$ cat src/rtl/mp3_pkg.sv
// Shared types for the MP3 stereo-processing slice: side info, FSM states,
// and the output FIFO entry layout.
package mp3_pkg;

    localparam int N_SAMPLES_GR = 576;

    typedef enum logic [1:0] {
        IDLE  = 2'd0,
        ISSUE = 2'd1,
        DRAIN = 2'd2,
        DONE  = 2'd3
    } gr_state_t;

    // Per-granule side information consumed by the stereo datapath.
    typedef struct packed {
        logic [1:0]              mode;
        logic [1:0]              mode_ext;
        logic [8:0]              big_values;
        logic                    window_switching_flag;
        logic [1:0]              block_type;
        logic                    mixed_block_flag;
        logic [21:0][3:0]        scalefac_l;
        logic [12:0][2:0][3:0]   scalefac_s;
    } side_info_t;

    // One processed sample pair as it sits in the output FIFO.
    typedef struct packed {
        logic        gr;
        logic [9:0]  idx;
        logic [31:0] ch1;
        logic [31:0] ch2;
    } out_entry_t;

endpackage

$ cat src/rtl/sync_fifo_fwft.sv
// Synchronous first-word-fall-through FIFO with occupancy count.
// The head entry is visible on dout whenever empty is low.
module sync_fifo_fwft #(
    parameter int WIDTH = 8,
    parameter int DEPTH = 8
) (
    input  logic                       clk,
    input  logic                       rst_n,
    input  logic                       push,
    input  logic [WIDTH-1:0]           din,
    input  logic                       pop,
    output logic [WIDTH-1:0]           dout,
    output logic                       empty,
    output logic                       full,
    output logic [$clog2(DEPTH):0]     count
);

    localparam int AW = $clog2(DEPTH);
    localparam logic [AW:0] FULL_C = (AW+1)'(DEPTH);

    logic [WIDTH-1:0] mem [DEPTH];
    logic [AW-1:0]    wr_ptr;
    logic [AW-1:0]    rd_ptr;
    logic             do_push;
    logic             do_pop;

    assign empty   = (count == '0);
    assign full    = (count == FULL_C);
    assign do_pop  = pop && !empty;
    // A push into a full FIFO is only legal when the head leaves in the same cycle.
    assign do_push = push && (!full || do_pop);
    assign dout    = mem[rd_ptr];

    // Pointer and occupancy bookkeeping.
    always_ff @(posedge clk or negedge rst_n) begin
        if (!rst_n) begin
            wr_ptr <= '0;
            rd_ptr <= '0;
            count  <= '0;
        end else begin
            if (do_push) wr_ptr <= wr_ptr + 1'b1;
            if (do_pop)  rd_ptr <= rd_ptr + 1'b1;
            case ({do_push, do_pop})
                2'b10:   count <= count + 1'b1;
                2'b01:   count <= count - 1'b1;
                default: count <= count;
            endcase
        end
    end

    // Storage array; contents are don't-care until written.
    always_ff @(posedge clk) begin
        if (do_push) mem[wr_ptr] <= din;
    end

endmodule

$ cat src/rtl/stereo_granule_sequencer.sv
// Sequences one granule of stereo samples: reads the sample buffer under a
// credit scheme, feeds the external stereo datapath, and collects its
// results into an FWFT output FIFO in index order.
module stereo_granule_sequencer
    import mp3_pkg::*;
#(
    parameter int N_SAMPLES  = N_SAMPLES_GR,
    parameter int DP_LATENCY = 2,
    parameter int FIFO_DEPTH = 8
) (
    input  logic        clk,
    input  logic        rst_n,
    input  logic        gr_start,
    output logic        gr_ready,
    input  logic        gr_sel,
    input  side_info_t  side_in,
    output logic        buf_rd_en,
    output logic [9:0]  buf_rd_addr,
    input  logic [31:0] buf_ch1,
    input  logic [31:0] buf_ch2,
    output side_info_t  dp_side,
    output logic [31:0] dp_ch1,
    output logic [31:0] dp_ch2,
    output logic [9:0]  dp_is_pos,
    output logic        dp_gr,
    output logic        dp_din_v,
    input  logic [31:0] dp_ch1_out,
    input  logic [31:0] dp_ch2_out,
    input  logic        dp_dout_v,
    output logic        out_valid,
    input  logic        out_ready,
    output logic [31:0] out_ch1,
    output logic [31:0] out_ch2,
    output logic [9:0]  out_idx,
    output logic        out_gr,
    output logic        gr_done
);

    localparam int CW = $clog2(FIFO_DEPTH) + 1;
    localparam logic [CW:0] DEPTH_C  = (CW+1)'(FIFO_DEPTH);
    localparam logic [9:0]  LAST_IDX = 10'(N_SAMPLES - 1);

    gr_state_t   state, state_nxt;
    logic [9:0]  rd_idx;
    logic [9:0]  ret_idx;
    logic [CW-1:0] in_flight;
    logic [CW-1:0] fifo_cnt;
    logic        fifo_empty;
    logic        fifo_full;
    logic        credit_ok;
    logic        issue;
    logic        accept;
    logic        gr_q;
    side_info_t  side_q;
    logic        rd_vld;
    logic [9:0]  rd_addr_q;
    out_entry_t  push_entry;
    out_entry_t  head_entry;

    // Every issued read holds a credit until its result leaves the FIFO.
    assign credit_ok = ({1'b0, in_flight} + {1'b0, fifo_cnt}) < DEPTH_C;
    assign accept    = gr_start && (state == IDLE);

    // State register.
    always_ff @(posedge clk or negedge rst_n) begin
        if (!rst_n) state <= IDLE;
        else        state <= state_nxt;
    end

    // Next-state and per-state strobes.
    always_comb begin
        state_nxt = state;
        gr_ready  = 1'b0;
        gr_done   = 1'b0;
        issue     = 1'b0;
        case (state)
            IDLE: begin
                gr_ready = 1'b1;
                if (gr_start) state_nxt = ISSUE;
            end
            ISSUE: begin
                if (credit_ok) begin
                    issue = 1'b1;
                    if (rd_idx == LAST_IDX) state_nxt = DRAIN;
                end
            end
            DRAIN: begin
                if (in_flight == '0 && fifo_empty) state_nxt = DONE;
            end
            DONE: begin
                gr_done   = 1'b1;
                state_nxt = IDLE;
            end
            default: state_nxt = IDLE;
        endcase
    end

    // Granule context captured on accept and held until the next one.
    always_ff @(posedge clk or negedge rst_n) begin
        if (!rst_n) begin
            gr_q   <= 1'b0;
            side_q <= '0;
        end else if (accept) begin
            gr_q   <= gr_sel;
            side_q <= side_in;
        end
    end

    // Read and return index counters; both restart at 0 for each granule.
    always_ff @(posedge clk or negedge rst_n) begin
        if (!rst_n) begin
            rd_idx  <= '0;
            ret_idx <= '0;
        end else if (accept) begin
            rd_idx  <= '0;
            ret_idx <= '0;
        end else begin
            if (issue)     rd_idx  <= rd_idx + 10'd1;
            if (dp_dout_v) ret_idx <= ret_idx + 10'd1;
        end
    end

    // Reads issued whose datapath result has not come back yet.
    always_ff @(posedge clk or negedge rst_n) begin
        if (!rst_n) begin
            in_flight <= '0;
        end else begin
            case ({issue, dp_dout_v})
                2'b10:   in_flight <= in_flight + CW'(1);
                2'b01:   in_flight <= in_flight - CW'(1);
                default: in_flight <= in_flight;
            endcase
        end
    end

    // Buffer data lands one cycle after the strobe; track which index it is.
    always_ff @(posedge clk or negedge rst_n) begin
        if (!rst_n) begin
            rd_vld    <= 1'b0;
            rd_addr_q <= '0;
        end else begin
            rd_vld    <= issue;
            rd_addr_q <= rd_idx;
        end
    end

    assign buf_rd_en   = issue;
    assign buf_rd_addr = rd_idx;

    assign dp_din_v  = rd_vld;
    assign dp_ch1    = rd_vld ? buf_ch1 : 32'd0;
    assign dp_ch2    = rd_vld ? buf_ch2 : 32'd0;
    assign dp_is_pos = rd_vld ? rd_addr_q : 10'd0;
    assign dp_gr     = gr_q;
    assign dp_side   = side_q;

    assign push_entry = '{gr: gr_q, idx: ret_idx, ch1: dp_ch1_out, ch2: dp_ch2_out};

    sync_fifo_fwft #(
        .WIDTH ($bits(out_entry_t)),
        .DEPTH (FIFO_DEPTH)
    ) u_out_fifo (
        .clk   (clk),
        .rst_n (rst_n),
        .push  (dp_dout_v),
        .din   (push_entry),
        .pop   (out_ready),
        .dout  (head_entry),
        .empty (fifo_empty),
        .full  (fifo_full),
        .count (fifo_cnt)
    );

    // Head fields are masked so nothing uninitialised leaks out while empty.
    assign out_valid = !fifo_empty;
    assign out_ch1   = out_valid ? head_entry.ch1 : 32'd0;
    assign out_ch2   = out_valid ? head_entry.ch2 : 32'd0;
    assign out_idx   = out_valid ? head_entry.idx : 10'd0;
    assign out_gr    = out_valid ? head_entry.gr  : 1'b0;

    a_push_full: assert property (@(posedge clk) disable iff (!rst_n)
        !(dp_dout_v && fifo_full && !out_ready));
    a_spurious_ret: assert property (@(posedge clk) disable iff (!rst_n)
        !(dp_dout_v && in_flight == '0));
    a_dp_latency: assert property (@(posedge clk) disable iff (!rst_n)
        dp_dout_v |-> $past(dp_din_v, DP_LATENCY));

endmodule

$ cat config.mk
export PLATFORM = sky130hd
export DESIGN_NAME = stereo_granule_sequencer
export DESIGN_NICKNAME = d
export VERILOG_FILES = /design/src/rtl/mp3_pkg.sv /design/src/rtl/sync_fifo_fwft.sv /design/src/rtl/stereo_granule_sequencer.sv
export SDC_FILE = /design/constraint.sdc
export NUM_CORES = 1
export LEC_CHECK = 0
export ABC_AREA = 1
export CAP_MARGIN = 20
export CORE_MARGIN = 2
export CORE_UTILIZATION = 35
export CTS_CLUSTER_SIZE = 30
export DETAILED_ROUTE_END_ITERATION = 7
export PLACE_DENSITY = 0.69
export SETUP_SLACK_MARGIN = 0.2
export SYNTH_ARGS = -nofsm -noshare
export SYNTH_HDL_FRONTEND = slang
export SYNTH_HIERARCHICAL = 1
export SYNTH_SLANG_ARGS = --single-unit
$ cat constraint.sdc
create_clock -name clk -period 10.94 [get_ports clk]
set_input_delay 1.641 -clock clk [delete_from_list [all_inputs] [get_ports clk]]
set_output_delay 1.641 -clock clk [all_outputs]
set_load 0.05 [all_outputs]
==> reports/metrics.sh <==
RUN_STATUS='complete, no violations'
MAX_FFS_PER_REGISTER=600
CLOCK_TRANSITION_AT_THE_REGISTERS_OF_THE_REPORTED_PATHS_NS=0.06
MOST-COMMON-LAYOUT-CELLS='sky130_fd_sc_hd__nand2_1 (1155), sky130_fd_sc_hd__clkdlybuf4s50_1 (819), sky130_fd_sc_hd__edfxtp_1 (600), sky130_fd_sc_hd__nor2_1 (400), sky130_fd_sc_hd__dfrtp_1 (305)'
SYNTHESIZED_AREA_UM2=36800
PATH_CLASS='reg2out'
RSZ0062_AT_GRT='false'
POWER.SHARE.COMBINATIONAL_PCT=49.2
POSTROUTEWIRELENGTH_UM=148000
OPENROAD.WARNINGS=45
CLOCKPOWERSHARE_PCT=20.6
CTS.HTREE.LEVELS=3
POST_ROUTE_CELLS_DRIVE_ABOVE_1_SHARE_PCT=5.18
CTS_ROOT_BUFFER='sky130_fd_sc_hd__clkbuf_16'
ADDER_SHARE_PCT=0.599
YOSYS_MOST_USED_DFF='sky130_fd_sc_hd__edfxtp_1'
IO_BUFFER_COUNT=820
SYNTH_SEQ_SHARE_PCT=70.0
DETAIL_ROUTED_NET_LENGTH_PER_STANDARD_CELL_UM=26.1
R2R_SETUP_SLACK_NS=7.31
CRIT_PATH_END_KIND='output pin'
POWER.SHARE.SWITCHING_PCT=47.0
DIE_WIDTH_UM=328
FINALNETCOUNT=4592
HP-CLASS='reg2reg'
POSTCTSSETUPBUFFERS=0
FINAL-HOLD-VIOLATION-COUNT=0
GP_CONGESTION=0.947
SLEW_VIOL_FINAL=0
CTS_HOLD_BUF=0
CLOCK_SINKS=909
P_SWITCHING_mW=7.88
GLOBAL_ROUTE.OVERFLOW_TOTAL=0
LARGEST_AREA_CONTRIBUTOR_IN_THE_NETLIST='sky130_fd_sc_hd__edfxtp_1'
ASYNCSETRESETFLOPFRACSYNTH_PCT=34.0
FIRST_GLOBAL_VIAS=26800
TIMING.FMAX_GHz=0.150
STARTPOINT_TYPES='flip-flop'
SYNTHCELLS=3412
CP.REQUIRED_NS=9.30
TIMING.CRITICAL_PATH.CELLS='buf_4 -> buf_4 -> nor2_1 -> nor2_1 -> o21ai_0 -> o21ai_1 -> nand2_1 -> nand2_1 -> inv_1 -> nor2_1 -> clkdlybuf4s50_1'
DRT_FIRST_PASS_ITERS=6
WORST-SLEW-PIN-TRANSITION_NS=1.13
REPORT.FINAL.SETUP_VIOL=0
YOSYS_WARNINGS=6
POST_SYNTH_MUX_AREA_SHARE_PCT=2.07
PERIOD_MINUS_SLACK_NS=6.66
REG2REG_DEPTH=7
TRITONCTS='built'
ENABLE_FLOP_CELLS=600
ANT_NETS=0
MAX_CAP_VIOLATIONS=0
NUM_VIAS=27800
CP.BUFFERS_INVERTERS=4
YS_FLOPS=909
LARGEST-REGISTER='u_out_fifo/mem'
GRT_PASS1_WL_UM=204000
GRT_UTIL_ALL_LAYERS_PCT=26.9
IO-PIN-COUNT=821
INTPOWER_mW=8.90
CP_DATA_ARRIVAL_TIME_NS=5.02
STDCELL_AREA_UM2=49600
PLACEABLECOREAREA_UM2=104000
MAXSLEWHEADROOM_PCT=24.6
STD_CELL_ROWS=118
FLOORPLAN.CORE_UTIL_PCT=35.4
VIA_PER_INST=4.91
DETAILED_PLACE_HPWL_UM=105000
CRITICAL_PATH_DEPTH=11
FINAL.PERIOD_UTILIZATION_PCT=60.9
SYN2LAYOUT_AREA_GROWTH_PCT=34.9
IR_DROP_V=0.000292
TOPCELLSBYAREA='sky130_fd_sc_hd__edfxtp_1 (49%), sky130_fd_sc_hd__dfrtp_1 (21%), sky130_fd_sc_hd__nand2_1 (12%), sky130_fd_sc_hd__nor2_1 (4.1%), sky130_fd_sc_hd__o21ai_0 (3.3%)'
WHS_PATH_DEPTH=0
YS_TYPES=37
FIRST_ITER_VIOLATIONS=2986
CRITICAL_PATH.TOP_DELAY_FAMILY='buffers and inverters'
SYNTH_STAT.CELLS=3412
POWER_PER_CELL_AREA_nW_PER_UM2=338
SEQ_POWER_SHARE_PCT=30.3
SYNTH.LOGIC.TOP_FAMILY='simple AND/OR/NAND/NOR gates'
GRT_MAX_DEGREE=126
LAYOUT_TOP_CELL='sky130_fd_sc_hd__nand2_1'
SYNTH.NET_COUNT=3824
CTS.REPAIR.RESIZED=0
CRIT_SLOWEST_CELL='sky130_fd_sc_hd__dfrtp_4'
POST_SYNTH_AO_OA_AREA_FRACTION_PCT=5.78
POST-ROUTE-DRC-COUNT=0
SYNTHDOMINANTCELLAREASHARE_PCT=49.0
SYNTH_CHIP_AREA_UM2=36800
XOR_AREA_SHARE_PCT=0.214
CLOCK_PATH_BUFFERS=3
FIN_WORST_HOLD_SLACK_NS=0.464
CRIT_TOP_CELL='sky130_fd_sc_hd__nor2_1'
SIMPLE_GATE_AREA_SHARE_PCT=16.9
TOTAL_LEAKAGE_POWER_nW=20.6
FINCLKSKEW_NS=0.0318
ANTENNA_FOUND_INITIAL=63
FINAL.SETUP.TNS_NS=0
TIMING.CRITICAL_PATH.FANOUT_MAX=91
DIE-HEIGHT_UM=328
SYNTHESIS.AREA_PER_INSTANCE_UM2=10.8
POST_DP_CELL_AREA_UM2=46200
DIE_AREA_UM2=108000
CRITPATHMAXSTAGEDELAY_NS=0.98
==> through the flow <==
step	std cells	worst slack, ns	utilization [%]	power [mW]
after floorplan	3412	3.24	-	10.3
after global placement	5459	5.03	44.4	13.3
after detailed placement	5460	5.01	44.4	13.4
after CTS	5645	4.26	47.7	16.9
after global routing	5666	3.96	47.7	17.6
final	5667	4.28	47.7	16.8
==> power groups by stage <==
stage,clock [mW],sequential (mW),combinational (mW)
3_5_place_dp,0,5.11,8.24
2_1_floorplan,0,6.56,3.70
6_report,3.45,5.08,8.25
4_1_cts,3.51,5.07,8.28
3_3_place_gp,0,5.11,8.20
5_1_grt,3.64,5.17,8.79
==> final timing paths <==
kind	startpoint	end
setup reg to reg	u_out_fifo/count[0]$_DFFE_PN0P_	u_out_fifo/mem[0][50]$_DFFE_PP_
min in group asynchronous	rst_n	dp_side[102]$_DFFE_PN0P_
setup / recovery	u_out_fifo/rd_ptr[0]$_DFFE_PN0N_	out_ch1[4]
max in group asynchronous	rst_n	dp_side[232]$_DFFE_PN0P_
hold reg to reg	buf_rd_addr[9]$_DFFE_PN0P_	rd_addr_q[9]$_DFF_PN0_
hold / removal	buf_rd_addr[9]$_DFFE_PN0P_	rd_addr_q[9]$_DFF_PN0_
==> cell type report <==
type | instances | area, um2
diodes | 22 | 55.1
inverters | 191 | 737
well taps | 1380 | 1730
multi-input cells | 2129 | 9480
fillers | 9424 | 54300
clock inverters | 57 | 659
flip-flops and latches | 909 | 25800
clock buffers | 128 | 2740
repair buffers | 851 | 8460
==> logic make-up after synthesis <==
group | count (synthesis)
AND/OR/NAND/NOR | 1622
adder cells (fa/ha/maj) | 17
multiplexers | 76
XOR/XNOR | 9
buffers and inverters | 374
flip-flops | 909
AND-OR/OR-AND | 405
==> layer usage <==
layer | track usage, % | up-vias | share of wire (%)
met1 | 32.0 | 13500 | 37
met3 | 13.7 | 220 | 13
li1 | - | 12800 | -
met2 | 40.8 | 1259 | 46
met4 | 11.6 | 6 | 3.7
met5 | 0 | - | 0.025
==> cell usage after synthesis (2+ instances only) <==
cell type                  instances
sky130_fd_sc_hd__nand2_1        1156
sky130_fd_sc_hd__edfxtp_1        600
sky130_fd_sc_hd__nor2_1          404
sky130_fd_sc_hd__dfrtp_1         309
sky130_fd_sc_hd__o21ai_0         244
sky130_fd_sc_hd__inv_1           188
sky130_fd_sc_hd__buf_2            85
sky130_fd_sc_hd__mux2i_1          75
sky130_fd_sc_hd__o22ai_1          75
sky130_fd_sc_hd__o21ai_1          73
sky130_fd_sc_hd__clkbuf_1         66
sky130_fd_sc_hd__nand3_1          27
sky130_fd_sc_hd__buf_1            18
sky130_fd_sc_hd__ha_1             16
sky130_fd_sc_hd__a21oi_1          11
sky130_fd_sc_hd__buf_6            11
sky130_fd_sc_hd__nand4_1          11
sky130_fd_sc_hd__nor3_1            9
sky130_fd_sc_hd__xor2_1            7
sky130_fd_sc_hd__nand2_2           5
sky130_fd_sc_hd__buf_4             2
sky130_fd_sc_hd__inv_2             2
sky130_fd_sc_hd__nor2_2            2
sky130_fd_sc_hd__nor2_4            2
sky130_fd_sc_hd__xnor2_1           2
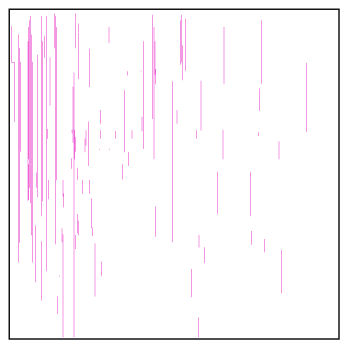
(the metal 4 layer)
Drawn at 1 px/um.
- main direction: vertical
- share of all routed wire: 3.7%
- wire length on this layer: 5510 um

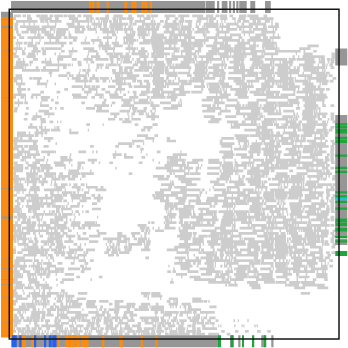
(I/O pins on the die edge)
Drawn at 1 px/um. Pins as bars across the die edge, other pins in gray.
- cyan: `out_valid` (pins 1; direction output; edge right)
- blue: `buf_rd_addr` (pins 10; direction output; edge bottom)
- green: `dp_ch2_out` (pins 32; direction input; edge 26 right, 6 bottom)
- orange: `dp_side` (pins 261; direction output; edge 220 left, 27 bottom, 14 top)
- all pins by edge: 239 left, 237 bottom, 236 top, 109 right

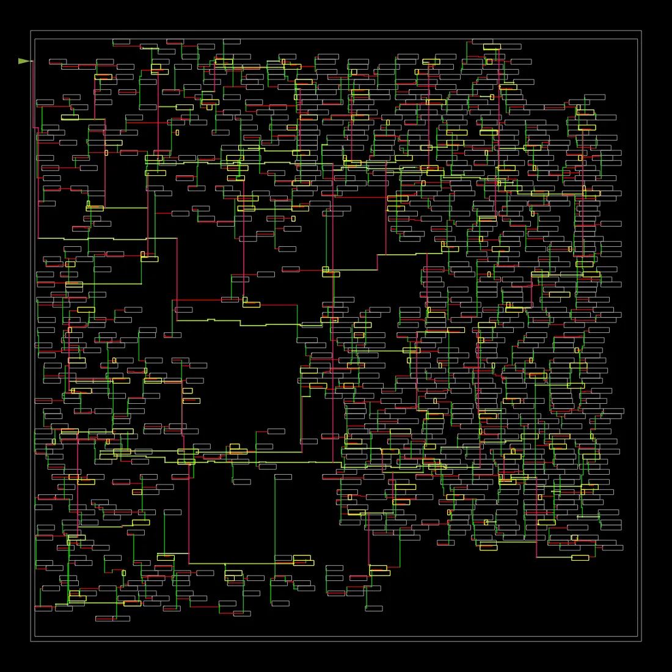
(clock nets)
clock latency on the worst-skew pair: 0.70 ns
Power Clock: 3.45 mW
total of clock buffers placed in the layout: 128
TritonCTS Buffers: 98

Power and IR drop assume default switching activity.
